$ cat config.mk
export PLATFORM = sky130hd
export DESIGN_NAME = clock_display_scan
export DESIGN_NICKNAME = d
export VERILOG_FILES = /design/src/rtl/clock_display_scan.sv
export SDC_FILE = /design/constraint.sdc
export NUM_CORES = 1
export LEC_CHECK = 0
export ABC_AREA = 1
export CORE_MARGIN = 2
export CORE_UTILIZATION = 30
export DETAILED_ROUTE_END_ITERATION = 7
export GPL_TIMING_DRIVEN = 0
export HOLD_SLACK_MARGIN = 0.12
export MAX_ROUTING_LAYER = met4
export SETUP_SLACK_MARGIN = 0.15
export SYNTH_ARGS = -nofsm -noshare
export SYNTH_HDL_FRONTEND = slang
export SYNTH_SLANG_ARGS = --single-unit
$ cat constraint.sdc
create_clock -name clk -period 4.4 [get_ports clk]
set_input_delay 0.88 -clock clk [delete_from_list [all_inputs] [get_ports clk]]
set_output_delay 0.88 -clock clk [all_outputs]
set_load 0.03 [all_outputs]
$ cat src/rtl/clock_display_scan.sv
// clock_display_scan
//   Display stage for the 12-hour clock core. It scans a 4-digit multiplexed
//   7-segment display (HH:MM) with a colon, a PM dot, leading-zero blanking
//   and a short all-off interval at the start of every digit slot. The time
//   is snapshotted once per scan frame, so a frame never shows a torn update.
//
//   Optional feature macro: SECONDS_VIEW_EN adds input show_sec. When it is
//   latched high at a snapshot, the display shows MM:SS instead of HH:MM.
//
// Ports:
//   clk          system clock
//   rst          synchronous reset, active-high
//   ena          advance enable; low freezes all state and outputs
//   hours        clock core hours (valid 1-12)
//   minutes      clock core minutes (valid 0-59)
//   seconds      clock core seconds (valid 0-59)
//   am_pm        1 = PM
//   show_sec     (SECONDS_VIEW_EN only) select MM:SS view at snapshot
//   seg          segments {g,f,e,d,c,b,a}
//   dp           decimal point (PM indicator on the minutes-ones digit)
//   dig_sel      one-hot digit enable, bit0 = hours tens .. bit3 = minutes ones
//   colon        colon LED, lit on even seconds
//   frame_start  one-cycle pulse after each snapshot load
//   err          snapshot holds an invalid time
module clock_display_scan #(
  parameter int SCAN_DIV       = 1000,
  parameter int BLANK_CYC      = 2,
  parameter bit SEG_ACTIVE_LOW = 1'b0
) (
  input  logic       clk,
  input  logic       rst,
  input  logic       ena,
  input  logic [3:0] hours,
  input  logic [5:0] minutes,
  input  logic [5:0] seconds,
  input  logic       am_pm,
`ifdef SECONDS_VIEW_EN
  input  logic       show_sec,
`endif
  output logic [6:0] seg,
  output logic       dp,
  output logic [3:0] dig_sel,
  output logic       colon,
  output logic       frame_start,
  output logic       err
);

  localparam int             CW        = $clog2(SCAN_DIV);
  localparam logic [CW-1:0]  CNT_LAST  = CW'(SCAN_DIV - 1);
  localparam logic [CW-1:0]  CNT_ONE   = CW'(1);
  localparam logic [CW-1:0]  BLANK_C   = CW'(BLANK_CYC);
  localparam logic [6:0]     SEG_INV   = SEG_ACTIVE_LOW ? 7'h7F : 7'h00;
  localparam logic           DP_INV    = SEG_ACTIVE_LOW ? 1'b1 : 1'b0;

  // 7-segment code for a decimal digit; anything else is blank
  function automatic logic [6:0] seg_code(input logic [3:0] d);
    logic [6:0] code;
    case (d)
      4'd0:    code = 7'h3F;
      4'd1:    code = 7'h06;
      4'd2:    code = 7'h5B;
      4'd3:    code = 7'h4F;
      4'd4:    code = 7'h66;
      4'd5:    code = 7'h6D;
      4'd6:    code = 7'h7D;
      4'd7:    code = 7'h07;
      4'd8:    code = 7'h7F;
      4'd9:    code = 7'h6F;
      default: code = 7'h00;
    endcase
    return code;
  endfunction

  // {tens, ones} of a 0-63 value by compare/subtract (no divider)
  function automatic logic [7:0] bcd_split(input logic [5:0] v);
    logic [3:0] tens;
    logic [3:0] ones;
    if (v >= 6'd60) begin
      tens = 4'd6; ones = 4'(v - 6'd60);
    end else if (v >= 6'd50) begin
      tens = 4'd5; ones = 4'(v - 6'd50);
    end else if (v >= 6'd40) begin
      tens = 4'd4; ones = 4'(v - 6'd40);
    end else if (v >= 6'd30) begin
      tens = 4'd3; ones = 4'(v - 6'd30);
    end else if (v >= 6'd20) begin
      tens = 4'd2; ones = 4'(v - 6'd20);
    end else if (v >= 6'd10) begin
      tens = 4'd1; ones = 4'(v - 6'd10);
    end else begin
      tens = 4'd0; ones = v[3:0];
    end
    return {tens, ones};
  endfunction

  logic [CW-1:0] cnt_r, cnt_nx_s;
  logic [1:0]    idx_r, idx_nx_s;
  logic          load_s;
  logic [3:0]    snap_hours_r, hours_nx_s;
  logic [5:0]    snap_min_r, min_nx_s;
  logic [5:0]    snap_sec_r, sec_nx_s;
  logic          snap_pm_r, pm_nx_s;
  logic          view_r, view_nx_s, view_in_s;
  logic          err_r, err_nx_s;
  logic          frame_start_r;
  logic [6:0]    seg_r, digit_s;
  logic          dp_r, dp_nx_s;
  logic [3:0]    dig_sel_r, dig_nx_s;
  logic          colon_r, colon_nx_s;
  logic [7:0]    hr_bcd_s, min_bcd_s, sec_bcd_s;

`ifdef SECONDS_VIEW_EN
  assign view_in_s = show_sec;
`else
  assign view_in_s = 1'b0;
`endif

  // prescaler and digit index advance; a snapshot loads on the 3->0 wrap
  always_comb begin
    cnt_nx_s = cnt_r;
    idx_nx_s = idx_r;
    load_s   = 1'b0;
    if (ena) begin
      if (cnt_r == CNT_LAST) begin
        cnt_nx_s = '0;
        idx_nx_s = idx_r + 2'd1;
        load_s   = (idx_r == 2'd3);
      end else begin
        cnt_nx_s = cnt_r + CNT_ONE;
      end
    end else begin
      cnt_nx_s = cnt_r;
    end
  end

  // next snapshot contents and validity flag
  always_comb begin
    hours_nx_s = snap_hours_r;
    min_nx_s   = snap_min_r;
    sec_nx_s   = snap_sec_r;
    pm_nx_s    = snap_pm_r;
    view_nx_s  = view_r;
    err_nx_s   = err_r;
    if (load_s) begin
      hours_nx_s = hours;
      min_nx_s   = minutes;
      sec_nx_s   = seconds;
      pm_nx_s    = am_pm;
      view_nx_s  = view_in_s;
      err_nx_s   = (hours == 4'd0) || (hours > 4'd12) ||
                   (minutes > 6'd59) || (seconds > 6'd59);
    end else begin
      err_nx_s   = err_r;
    end
  end

  assign hr_bcd_s  = bcd_split({2'b00, hours_nx_s});
  assign min_bcd_s = bcd_split(min_nx_s);
  assign sec_bcd_s = bcd_split(sec_nx_s);

  // output decode from the next state, so registered outputs line up with the scan
  always_comb begin
    digit_s    = 7'h00;
    dp_nx_s    = 1'b0;
    colon_nx_s = 1'b0;
    if (err_nx_s) begin
      digit_s = 7'h40;
    end else if (view_nx_s) begin
      colon_nx_s = 1'b1;
      case (idx_nx_s)
        2'd0:    digit_s = seg_code(min_bcd_s[7:4]);
        2'd1:    digit_s = seg_code(min_bcd_s[3:0]);
        2'd2:    digit_s = seg_code(sec_bcd_s[7:4]);
        2'd3:    digit_s = seg_code(sec_bcd_s[3:0]);
        default: digit_s = 7'h00;
      endcase
    end else begin
      colon_nx_s = ~sec_nx_s[0];
      dp_nx_s    = (idx_nx_s == 2'd3) ? pm_nx_s : 1'b0;
      case (idx_nx_s)
        2'd0:    digit_s = (hours_nx_s < 4'd10) ? 7'h00 : seg_code(hr_bcd_s[7:4]);
        2'd1:    digit_s = seg_code(hr_bcd_s[3:0]);
        2'd2:    digit_s = seg_code(min_bcd_s[7:4]);
        2'd3:    digit_s = seg_code(min_bcd_s[3:0]);
        default: digit_s = 7'h00;
      endcase
    end
    // ghost blanking: every slot starts with BLANK_CYC cycles of no digit enabled
    if (cnt_nx_s >= BLANK_C) begin
      dig_nx_s = 4'b0001 << idx_nx_s;
    end else begin
      dig_nx_s = 4'b0000;
    end
  end

  // state, snapshot and output registers
  always_ff @(posedge clk) begin
    if (rst) begin
      cnt_r         <= '0;
      idx_r         <= 2'd0;
      snap_hours_r  <= 4'd12;
      snap_min_r    <= 6'd0;
      snap_sec_r    <= 6'd0;
      snap_pm_r     <= 1'b0;
      view_r        <= 1'b0;
      err_r         <= 1'b0;
      frame_start_r <= 1'b0;
      seg_r         <= SEG_INV;
      dp_r          <= DP_INV;
      dig_sel_r     <= 4'b0000;
      colon_r       <= 1'b0;
    end else begin
      frame_start_r <= load_s;
      if (ena) begin
        cnt_r        <= cnt_nx_s;
        idx_r        <= idx_nx_s;
        snap_hours_r <= hours_nx_s;
        snap_min_r   <= min_nx_s;
        snap_sec_r   <= sec_nx_s;
        snap_pm_r    <= pm_nx_s;
        view_r       <= view_nx_s;
        err_r        <= err_nx_s;
        seg_r        <= digit_s ^ SEG_INV;
        dp_r         <= dp_nx_s ^ DP_INV;
        dig_sel_r    <= dig_nx_s;
        colon_r      <= colon_nx_s;
      end
    end
  end

  assign seg         = seg_r;
  assign dp          = dp_r;
  assign dig_sel     = dig_sel_r;
  assign colon       = colon_r;
  assign frame_start = frame_start_r;
  assign err         = err_r;

endmodule

### Sequential cells colored by netlist name, run 1

Bar = 20 um. Other sequential cells in the stronger gray, the rest of the logic in the fainter gray.
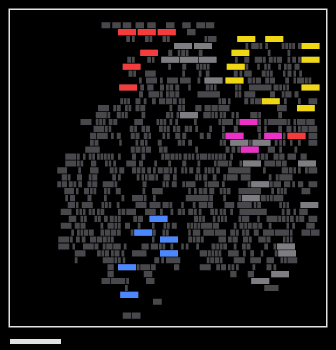
legend:
  blue:
    signal: snap_min_r
    placed_flops: 6
    where: bottom center
  magenta:
    signal: snap_hours_r
    placed_flops: 4
    where: middle right
  yellow:
    signal: cnt_r
    placed_flops: 10
    where: upper right
  red:
    signal: seg
    placed_flops: 7
    where: top center
Final Util: 37.1%
FF+latch area: 901 um^2
sequential share of cell area: 17.3%
seq pwr: 0.000415 W

### Ports around the boundary, run 1

Bar = 20 um. Pins as bars across the die edge, other pins in gray.
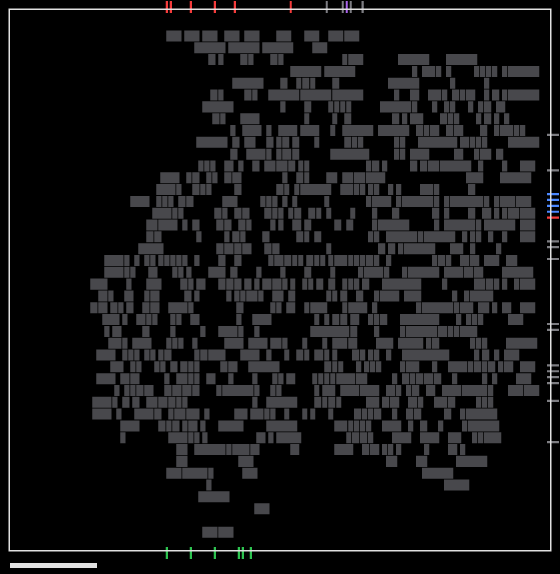
legend:
  red:
    port: seg
    pins: 7
    direction: output
    edge: 6 top, 1 right
  green:
    port: minutes
    pins: 6
    direction: input
    edge: bottom
  blue:
    port: hours
    pins: 4
    direction: input
    edge: right
  purple:
    port: dp
    pins: 1
    direction: output
    edge: top
die y size: 124 um
Die Width: 124 um
Buffers on Ports: 32

==> deck_impl_summary.md, run 1 <==
Implementation Results

Power and ir drop
  • Pwr Total: 0.000916 W
  • Static Leak: 2.42 nW

Finish
  • Layout Cells excl Fill: 928
  • Clk cell area share: 3.23%
  • Non-CTS buffers: 57
  • Reg with most FFs: cnt_r
  • Top Layout Cells: nand2_1, inv_1, nor2_1, nand3_1, dfxtp_1
  • Nets: 809
  • Logic area: 0.00303 mm^2
  • Commonest Layout Cell: nand2_1
  • Max reg flops: 10
  • Number of clock buffers in the layout: 6
  • Area-dominant class: multi-input combinational cells
  • # fillers: 1508
  • Layout cells sized above 1: 13.6%
  • Combinational fraction of the cell area: 58.3%
  • Multi-input gates: 539
  • Ant diodes: 0
  • Data buffer area share: 9.59%
  • Flop count: 45

CTS
  • Post-CTS Repair Setup Buffers: 0
  • Root Driver: clkbuf_16
  • Hold Buf Count CTS: 0
  • Worst-path clk slew: 0.07 ns
  • Late-Pin Clk Latency: 0.29 ns
  • TritonCTS buffer count: 5
  • CTS tree: done
  • Post-CTS resize count: 4
  • CTS sink cnt: 45

Routing
  • WL/cell: 12.9 um
  • Max layer used: met4
  • Met2 wire len: 5.51 mm
  • DR iter-0 viols: 314
  • Drt first pass iters: 5
  • Vias per cell: 4.74
  • Antenna viol nets, final: 0

Worst setup path
  • Worst path max stage delay: 0.25 ns
  • CP max-delay cell: o21ai_4
  • Crit path DAT: 4.22 ns
  • Worst Setup End Kind: flop
  • Critical path required time: 4.56 ns
  • Worst-path fanout max: 10
  • Startpoint types: input pin
  • CP most frequent cell: nand2_1
  • Critical path type: input pin to flop

Synthesis
  • Primary FF master, synth: dfxtp_1
  • Mapped Area: 0.00434 mm^2
  • Yosys Chip Area: 0.00434 mm^2
  • Ys flops: 45
  • Post-synth EDFFs: 0
  • Mapped Cells: 698
  • Avg Cell Area, Syn: 6.22 um^2
  • Post-Syn Nets: 760
  • Sequential area share after synthesis: 20.7%

Die
  • Die Size: 0.0155 mm^2
  • Cell Rows: 43
  • # Taps: 180
  • Ports: 35
  • Core Util at FP: 31.0%

GRT
  • Grt met3 use: 1.89%
  • First-pass GRT wire length: 19.8 mm
  • Initial antenna violation count: 0
  • Vias in the first global route: 4040
  • Largest net degree at the start of global routing: 15
  • Met2 GRT Util: 25.5%
  • Overall routing resource usage: 15.8%

Final timing
  • Post-route setup slack: 0.337 ns
  • Final Max Slew Viols: 0
  • Post-layout period usage of the worst path: 92.3%
  • Fmax: 0.246 GHz
  • Smallest hold slack: 0.465 ns
  • RSZ-0062 raised after global routing: false
  • Rel. slew slack: 46.7%
  • Setup tns final: 0 ns
  • Final Hold Fails: 0
  • Final Setup Violations: 0

Placement
  • DP Area: 0.00489 mm^2
  • Placed cells: 910
  • Pre-CTS setup slack: -0.639 ns
  • Final HPWL DP: 9.31 mm

Hold path
  • Worst min path class: flop to flop

Run status
  • Status: complete, no violations
### The metal 1 layer, run 1

Bar = 20 um.
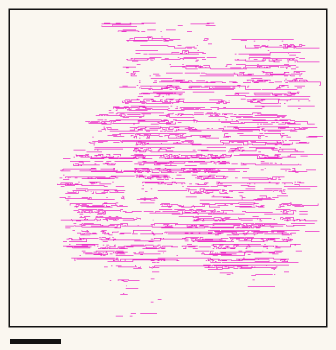
main direction: horizontal
wire length on this layer: 5950 um
share of all routed wire: 50%
longest straight run: 31.3 um
Routed Wire Length: 12.0 mm
via count: 4400
grt met1 use: 21.6%

## run 1: cells by family (layout without fill, tap and decap cells)
group	after synthesis	after routing	share of synthesized area, %
flip-flops	45	45	20.7
buffers and inverters	114	164	10.8
XOR/XNOR	8	8	1.61
adder cells (fa/ha/maj)	42	42	12.1
AND-OR/OR-AND	105	105	15.1
AND/OR/NAND/NOR	384	384	39.6
## run 1: cells in the mapped netlist (3+ instances only)
master	number	area share, %
nor2_1	80	6.9
inv_1	88	7.6
xnor2_1	3	0.61
or2_2	3	0.43
inv_2	10	0.86
nand3_1	65	7.5
dfxtp_1	45	21
buf_4	3	0.52
nor2_2	12	1.7
xor2_1	5	1.0
o211ai_1	3	0.52
nand4_1	13	1.9
o21ai_4	4	1.5
buf_6	4	1.0
nand2_1	176	15
o21ai_1	7	0.81
nand2_2	23	3.3
a21oi_1	38	4.4
o21ai_2	8	1.6
ha_1	42	12
clkbuf_1	7	0.61
a31oi_1	4	0.58
nor3_1	4	0.46
o21ai_0	27	3.1
## run 1: power breakdown
part           switching, W  internal [W]
registers        0.00000343      0.000412
clock network      0.000168      0.000270
logic             0.0000364     0.0000266
total              0.000208      0.000708
## run 1: critical path: cells and delay by family
kind | cells | cell delay [ns]
AND/OR/NAND/NOR | 19 | 1.81
buffers and inverters | 6 | 0.74
adder cells (fa/ha/maj) | 2 | 0.48
AND-OR/OR-AND | 2 | 0.31
## run 1: worst paths after layout
path	start	endpoint	slack, ns	cells past startpoint
max	ena	seg[1]	0.34	29
max reg2reg	cnt_r[0]	seg[1]	0.39	30
min reg2reg	seg[0]	seg[0]	0.47	2
min	seg[0]	seg[0]	0.47	2
## Run 2: what changed since run 1
--- a/config.mk
+++ b/config.mk
@@ -9,10 +9,12 @@
 export CORE_MARGIN = 2
 export CORE_UTILIZATION = 30
 export DETAILED_ROUTE_END_ITERATION = 7
+export GPL_ROUTABILITY_DRIVEN = 0
 export GPL_TIMING_DRIVEN = 0
 export HOLD_SLACK_MARGIN = 0.12
 export MAX_ROUTING_LAYER = met4
 export SETUP_SLACK_MARGIN = 0.15
+export SLEW_MARGIN = 20
 export SYNTH_ARGS = -nofsm -noshare
 export SYNTH_HDL_FRONTEND = slang
 export SYNTH_SLANG_ARGS = --single-unit
### A small window of the routed layout, run 2

Bar = 20 um. Region (37, 62) to (87, 112) um. Cells in gray, sequential cells in the stronger gray; small squares are vias.
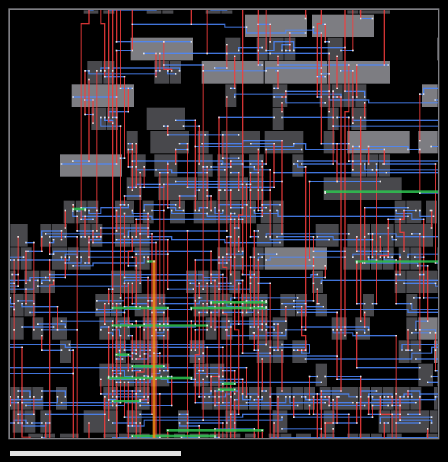
legend:
  orange:
    layer: M4
  green:
    layer: M3
  blue:
    layer: M1
  red:
    layer: M2
most frequent: nand2_1 (59), a21oi_1 (23), inv_1 (19)
netlist names of flops here include: dig_sel (4), seg (3)
sequential cells in the window: 10
cells with their middle in the window: 186

### Ports around the boundary, run 2

Bar = 20 um. Pins as bars across the die edge, other pins in gray.
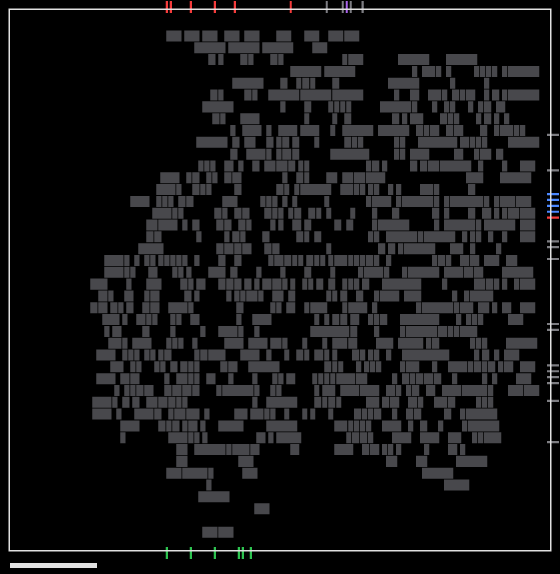
legend:
  red:
    port: seg
    pins: 7
    direction: output
    edge: 6 top, 1 right
  purple:
    port: dp
    pins: 1
    direction: output
    edge: top
  blue:
    port: hours
    pins: 4
    direction: input
    edge: right
  green:
    port: minutes
    pins: 6
    direction: input
    edge: bottom
all pins by edge: 18 right, 11 top, 6 bottom

==> run 2 against run 1 <==
Against the previous run:
- via count unchanged
- highest routed layer unchanged
- sequential cell count unchanged
- clock-buffer cell count unchanged
- combinational power about the same
- sequential share of layout area stayed put
- critical endpoint unchanged
- maximum frequency stayed put
- global-route usage is the same
==> deck_impl_summary.md, run 2 <==
Implementation Results

GRT
  • Grt met3 use: 1.89% (unchanged)
  • Largest net degree at the start of global routing: 15 (unchanged)
  • Grt met1 use: 21.6% (unchanged)
  • Vias in the first global route: 4040 (unchanged)
  • First-pass GRT wire length: 19.8 mm (unchanged)
  • Initial antenna violation count: 0 (unchanged)
  • Met2 GRT Util: 25.5% (unchanged)

Finish
  • Commonest Layout Cell: nand2_1
  • Top Layout Cells: nand2_1, inv_1, nor2_1, nand3_1, dfxtp_1
  • Layout cells sized above 1: 13.6% (unchanged)
  • Ant diodes: 0 (unchanged)
  • Final Util: 37.1% (unchanged)
  • FF+latch area: 901 um^2 (unchanged)
  • Layout Cells excl Fill: 928 (unchanged)
  • Logic area: 0.00303 mm^2 (unchanged)
  • # fillers: 1508 (unchanged)

Synthesis
  • Max-area cell share: 20.7% (unchanged)
  • Synth cell count leaders: nand2_1, inv_1, nor2_1
  • Post-synth EDFFs: 0 (unchanged)
  • Post-Syn Nets: 760 (unchanged)
  • Sequential area share after synthesis: 20.7% (unchanged)
  • Yosys Chip Area: 0.00434 mm^2 (unchanged)
  • Ys flops: 45 (unchanged)
  • Most numerous cell in the Yosys netlist: nand2_1
  • Avg Cell Area, Syn: 6.22 um^2 (unchanged)

CTS
  • Worst-path clk slew: 0.07 ns (about the same)
  • Hold Buf Count CTS: 0 (unchanged)
  • Root Driver: clkbuf_16
  • CTS tree: done

Die
  • Die Width: 124 um (unchanged)
  • Ports: 35 (unchanged)
  • Die y size: 124 um (unchanged)

Final timing
  • Fmax: 0.246 GHz (unchanged)
  • Final Setup Violations: 0 (unchanged)
  • Final Max Slew Viols: 0 (unchanged)
  • Post-layout period usage of the worst path: 92.3% (unchanged)
  • Post-route setup slack: 0.337 ns (unchanged)
  • Setup tns final: 0 ns (unchanged)
  • Final Hold Fails: 0 (unchanged)

Worst setup path
  • Critical path required time: 4.56 ns (about the same)
  • CP most frequent cell: nand2_1
  • Worst-path fanout max: 10 (unchanged)
  • Crit path DAT: 4.22 ns (about the same)
  • CP top delay family: simple AND/OR/NAND/NOR gates
  • Startpoint types: input pin
  • CP max-delay cell: o21ai_4

Routing
  • Antenna viol nets, final: 0 (unchanged)
  • Routed Wire Length: 12.0 mm (unchanged)
  • Vias per cell: 4.74 (unchanged)
  • Via count: 4400 (unchanged)
  • Drt first pass iters: 5 (unchanged)

Hold path
  • Worst min path class: flop to flop

Run status
  • Status: complete, no violations

Power and ir drop
  • Pwr Total: 0.000916 W (unchanged)
  • Seq pwr share: 45.3% (about the same)
  • Comb pwr share: 6.9% (about the same)

Placement
  • Pre-CTS setup slack: -0.639 ns (unchanged)
  • Buffers on Ports: 32 (unchanged)
  • Placed cells: 910 (unchanged)
  • Final HPWL DP: 9.31 mm (unchanged)
  • DP Area: 0.00489 mm^2 (unchanged)
## run 2: cell counts in the layout (fill, tap and decap cells not counted)
Identical to the previous run, type by type.
## run 2: metal layers
layer / wire length (um) / part of all wire [%] / vias to the layer above
met1: 5950 / 50 / 1969
met3: 441 / 3.7 / 7
met5: 0 / 0 / -
met2: 5510 / 46 / 89
li1: - / - / 2335
met4: 87 / 0.73 / 0
## run 2: cell families (layout without fill, tap and decap cells)
family / count (synthesis) / count (layout) / synth area share (%)
xor gates and xnor gates: 8 / 8 / 1.61
adders and majority gates: 42 / 42 / 12.1
and+or+nand+nor: 384 / 384 / 39.6
buffers and inverters: 114 / 164 / 10.8
AOI/OAI and AO/OA: 105 / 105 / 15.1
DFF: 45 / 45 / 20.7
## run 2: worst paths after layout
check,to,start,slack [ns],depth (start not counted)
setup / recovery,seg[1],ena,0.34,29
hold / removal,seg[0],seg[0],0.47,2
setup reg to reg,seg[1],cnt_r[0],0.39,30
hold reg to reg,seg[0],seg[0],0.47,2
## run 2: cell type report
class	instances	area share [%]
timing repair buffer	42	7.61
inverter	99	7.20
buffer	15	1.98
clock inverter	2	0.747
multi-input combinational	539	58.3
clock buffer	6	2.48
sequential	45	17.3
tap	180	4.34
## run 2: power groups by stage
stage               clock network [W]   logic, W  registers, W
global route                 0.000463  0.0000686      0.000415
global placement                    0  0.0000628      0.000424
finish                       0.000438  0.0000630      0.000415
detailed placement                  0  0.0000627      0.000424
floorplan                           0  0.0000228      0.000429
CTS                          0.000449  0.0000633      0.000415
## run 2: worst reg2reg max path: cells and delay by family, from the launching register on
family,cells,cell delay (ns)
flops,1,0.34
fa+ha+maj,3,0.73
simple gates,22,2.27
compound gates,2,0.18
buf+inv,3,0.36
## Run 3: what changed since run 2
--- a/config.mk
+++ b/config.mk
@@ -7,13 +7,16 @@
 export LEC_CHECK = 0
 export ABC_AREA = 1
 export CORE_MARGIN = 2
-export CORE_UTILIZATION = 30
+export CORE_UTILIZATION = 50
+export CTS_BUF_LIST = sky130_fd_sc_hd__clkbuf_2
 export DETAILED_ROUTE_END_ITERATION = 7
 export GPL_ROUTABILITY_DRIVEN = 0
 export GPL_TIMING_DRIVEN = 0
 export HOLD_SLACK_MARGIN = 0.12
 export MAX_ROUTING_LAYER = met4
+export PLACE_DENSITY = 0.73
 export SETUP_SLACK_MARGIN = 0.15
+export SKIP_CTS_REPAIR_TIMING = 1
 export SLEW_MARGIN = 20
 export SYNTH_ARGS = -nofsm -noshare
 export SYNTH_HDL_FRONTEND = slang
### Ports around the boundary, run 3

Bar = 20 um. Pins as bars across the die edge, other pins in gray.
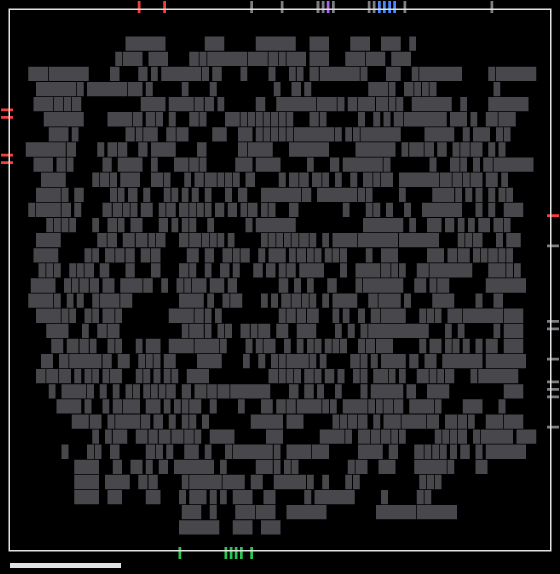
legend:
  purple:
    port: dp
    pins: 1
    direction: output
    edge: top
  green:
    port: minutes
    pins: 6
    direction: input
    edge: bottom
  red:
    port: seg
    pins: 7
    direction: output
    edge: 4 left, 2 top, 1 right
  blue:
    port: hours
    pins: 4
    direction: input
    edge: top
all pins by edge: 16 top, 9 right, 6 bottom, 4 left
Die Width: 97.2 um
die y size: 97.2 um

### Sequential cells colored by netlist name, run 3

Bar = 20 um. Other sequential cells in the stronger gray, the rest of the logic in the fainter gray.
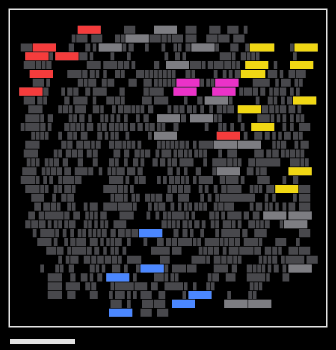
legend:
  yellow:
    signal: cnt_r
    placed_flops: 10
  blue:
    signal: snap_min_r
    placed_flops: 6
    where: bottom center
  red:
    signal: seg
    placed_flops: 7
    where: upper left
  magenta:
    signal: snap_hours_r
    placed_flops: 4
not colored: 18
Final Util: 59.7%
seq pwr: 0.000417 W

==> run 3 against run 2 <==
Against the previous run:
- first-iteration DRC count is 11% lower
- core utilization grew 23 points
- critical path type is now flop to flop
- final area is 4.6% lower
- largest cell class unchanged
- non-clock buffer count fell by 3
==> deck_impl_summary.md, run 3 <==
Implementation Results

Finish
  • Max reg flops: 10
  • Layout cells sized above 1: 13.3% (-0.35 points)
  • Synth-to-layout area growth: 14.1%
  • Top Layout Cells: nand2_1, inv_1, nor2_1, nand3_1, dfxtp_1
  • Reg with most FFs: cnt_r
  • Commonest Layout Cell: nand2_1
  • Ant diodes: 0 (unchanged)

Synthesis
  • Yosys Chip Area: 0.00434 mm^2 (unchanged)
  • Mapped Cells: 698
  • Post-Syn Nets: 760 (unchanged)
  • Max-area cell share: 20.7% (unchanged)
  • Most numerous cell in the Yosys netlist: nand2_1
  • Cell area leaders: dfxtp_1, nand2_1, ha_1
  • Post-synth EDFFs: 0 (unchanged)
  • Mapped Area: 0.00434 mm^2
  • Synth cell count leaders: nand2_1, inv_1, nor2_1
  • Synth cell types: 42
  • Ys cells: 698
  • Post-synth ARST share: 0%
  • Yosys top cell by area: dfxtp_1
  • Primary FF master, synth: dfxtp_1
  • Avg Cell Area, Syn: 6.22 um^2 (unchanged)
  • Yosys warns: 0
  • Sequential area share after synthesis: 20.7% (unchanged)
  • Ys flops: 45 (unchanged)

Job
  • Max Cap Viol: 0
  • Tool Warnings: 54

Worst setup path
  • R2R Path Start: cnt_r[0]
  • CP startpoint: cnt_r[0]
  • Worst-path fanout max: 10 (unchanged)
  • CP most frequent cell: nand2_1
  • Critical path required time: 4.76 ns (+0.20 ns)
  • CP max-delay cell: dfxtp_2
  • Worst Setup End Kind: flop
  • Crit path DAT: 4.30 ns (+0.08 ns)
  • Startpoint types: flop
  • CP top delay family: simple AND/OR/NAND/NOR gates

Placement
  • Final HPWL DP: 8.87 mm (-4.7%)
  • Pre-CTS setup slack: -0.636 ns (+0.00377 ns)
  • Buffers on Ports: 32 (unchanged)

Final timing
  • Post-route setup slack: 0.456 ns (+0.119 ns)
  • Final Hold Fails: 0 (unchanged)
  • Final Setup Violations: 0 (unchanged)
  • Fmax: 0.254 GHz (+3.0%)
  • Setup tns final: 0 ns (unchanged)
  • Worst-Margin Slew: 0.659 ns
  • Post-layout period usage of the worst path: 89.6% (-2.7 points)
  • Final critical-path required period: 3.94 ns
  • Final Max Slew Viols: 0 (unchanged)

CTS
  • CTS sink cnt: 45
  • Root Driver: clkbuf_2
  • CTS tree: done
  • Worst-path clk slew: 0.25 ns (+0.18 ns)
  • CTS H-tree depth: 2

GRT
  • Largest net degree at the start of global routing: 15 (unchanged)
  • Vias in the first global route: 4234 (+4.8%)
  • Initial antenna violation count: 0 (unchanged)
  • First-pass GRT wire length: 19.5 mm (-1.9%)

Routing
  • Drt first pass iters: 5 (unchanged)
  • DR iter-0 viols: 279
  • Via count: 4563 (+3.7%)
  • Antenna viol nets, final: 0 (unchanged)
  • Drc violations: 0
  • Routed Wire Length: 11.5 mm (-4.3%)
  • Vias per cell: 5.37 (+13%)

Die
  • Cell Rows: 33
  • Ports: 35 (unchanged)
  • Die Size: 0.00944 mm^2
  • Core Util at FP: 52.3%

Hold path
  • Worst min path class: flop to flop
  • Hold Startpoint: dig_sel[1]

Run status
  • Status: complete, no violations

Power and ir drop
  • Pwr Total: 0.000731 W (-20%)
  • Cell Pwr Density: 147 mW/mm^2
  • Max VDD drop: 0.0916 mV
-- run 3: routing by layer --
layer	GRT usage, %	share of wire [%]	routed length (um)
met5	-	0	0
met1	31.9	45	5180
met2	41.5	47	5370
met3	3.38	5.7	651
met4	8.78	2.5	282
-- run 3: cells by family after synthesis --
group	share of synthesized area, %
AOI/OAI and AO/OA	15.1
and+or+nand+nor	39.6
adders and majority gates	12.1
xor gates and xnor gates	1.61
buffers and inverters	10.8
DFF	20.7
-- run 3: tightest hold or removal path: stages, from the launching register on --
cell,delay (ns)
dfxtp_1,0.37
nand2_1,0.06
a21oi_1,0.05
-- run 3: cell type report --
cell class                      count  area, um^2
Sequential cell                    45         903
Tap cell                          105         131
Clock buffer                        6        30.0
Buffer                             15        98.8
Timing Repair Buffer               39         373
Clock inverter                      2        38.8
Inverter                           99         372
Multi-Input combinational cell    539        3010
Fill cell                         855        3340
-- run 3: report_power, final --
part	switching (W)	internal [W]	total, W
combinational	0.0000351	0.0000268	0.0000618
sequential	0.00000310	0.000414	0.000417
clock	0.000152	0.0000996	0.000252
total	0.000191	0.000540	0.000731
-- run 3: path summary, 6_finish.rpt --
check               endpoint  slack (ns)  cells past startpoint
setup / recovery      seg[1]        0.46                     29
hold / removal    dig_sel[1]        0.48                      2
setup reg to reg      seg[1]        0.46                     29
hold reg to reg   dig_sel[1]        0.48                      2
-- run 3: stage by stage --
step | hold WS, ns | cells | instance area [um^2]
6_report | 0.482 | 850 | 4960
5_1_grt | 0.502 | 850 | 4960
4_1_cts | 0.482 | 843 | 4860
3_5_place_dp | 0.454 | 835 | 4790
3_3_place_gp | 0.454 | 835 | 4790
2_1_floorplan | 0.451 | 698 | 4340

==> gallery <==
Clock wiring as the flow saved it.
Plate I
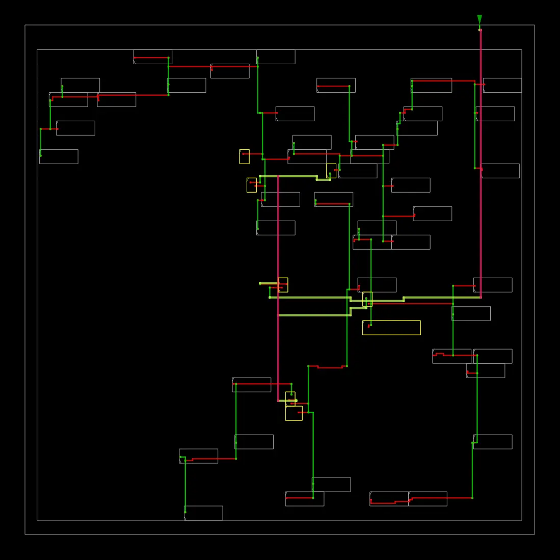
Plate II
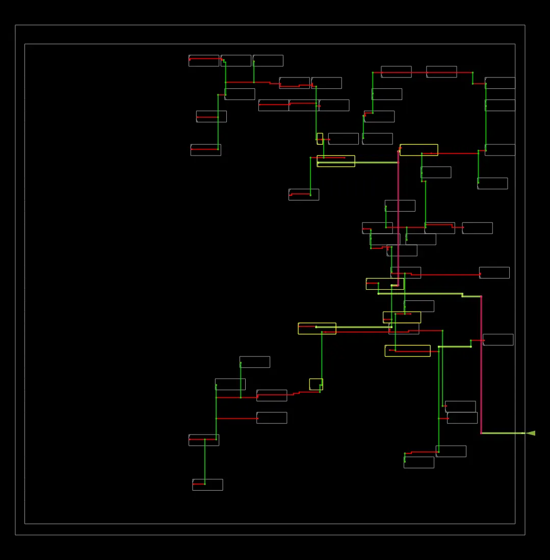
| picture | from |
|---|---|
| Plate I | run 3 |
| Plate II | run 1 |

Power and IR drop assume default switching activity.
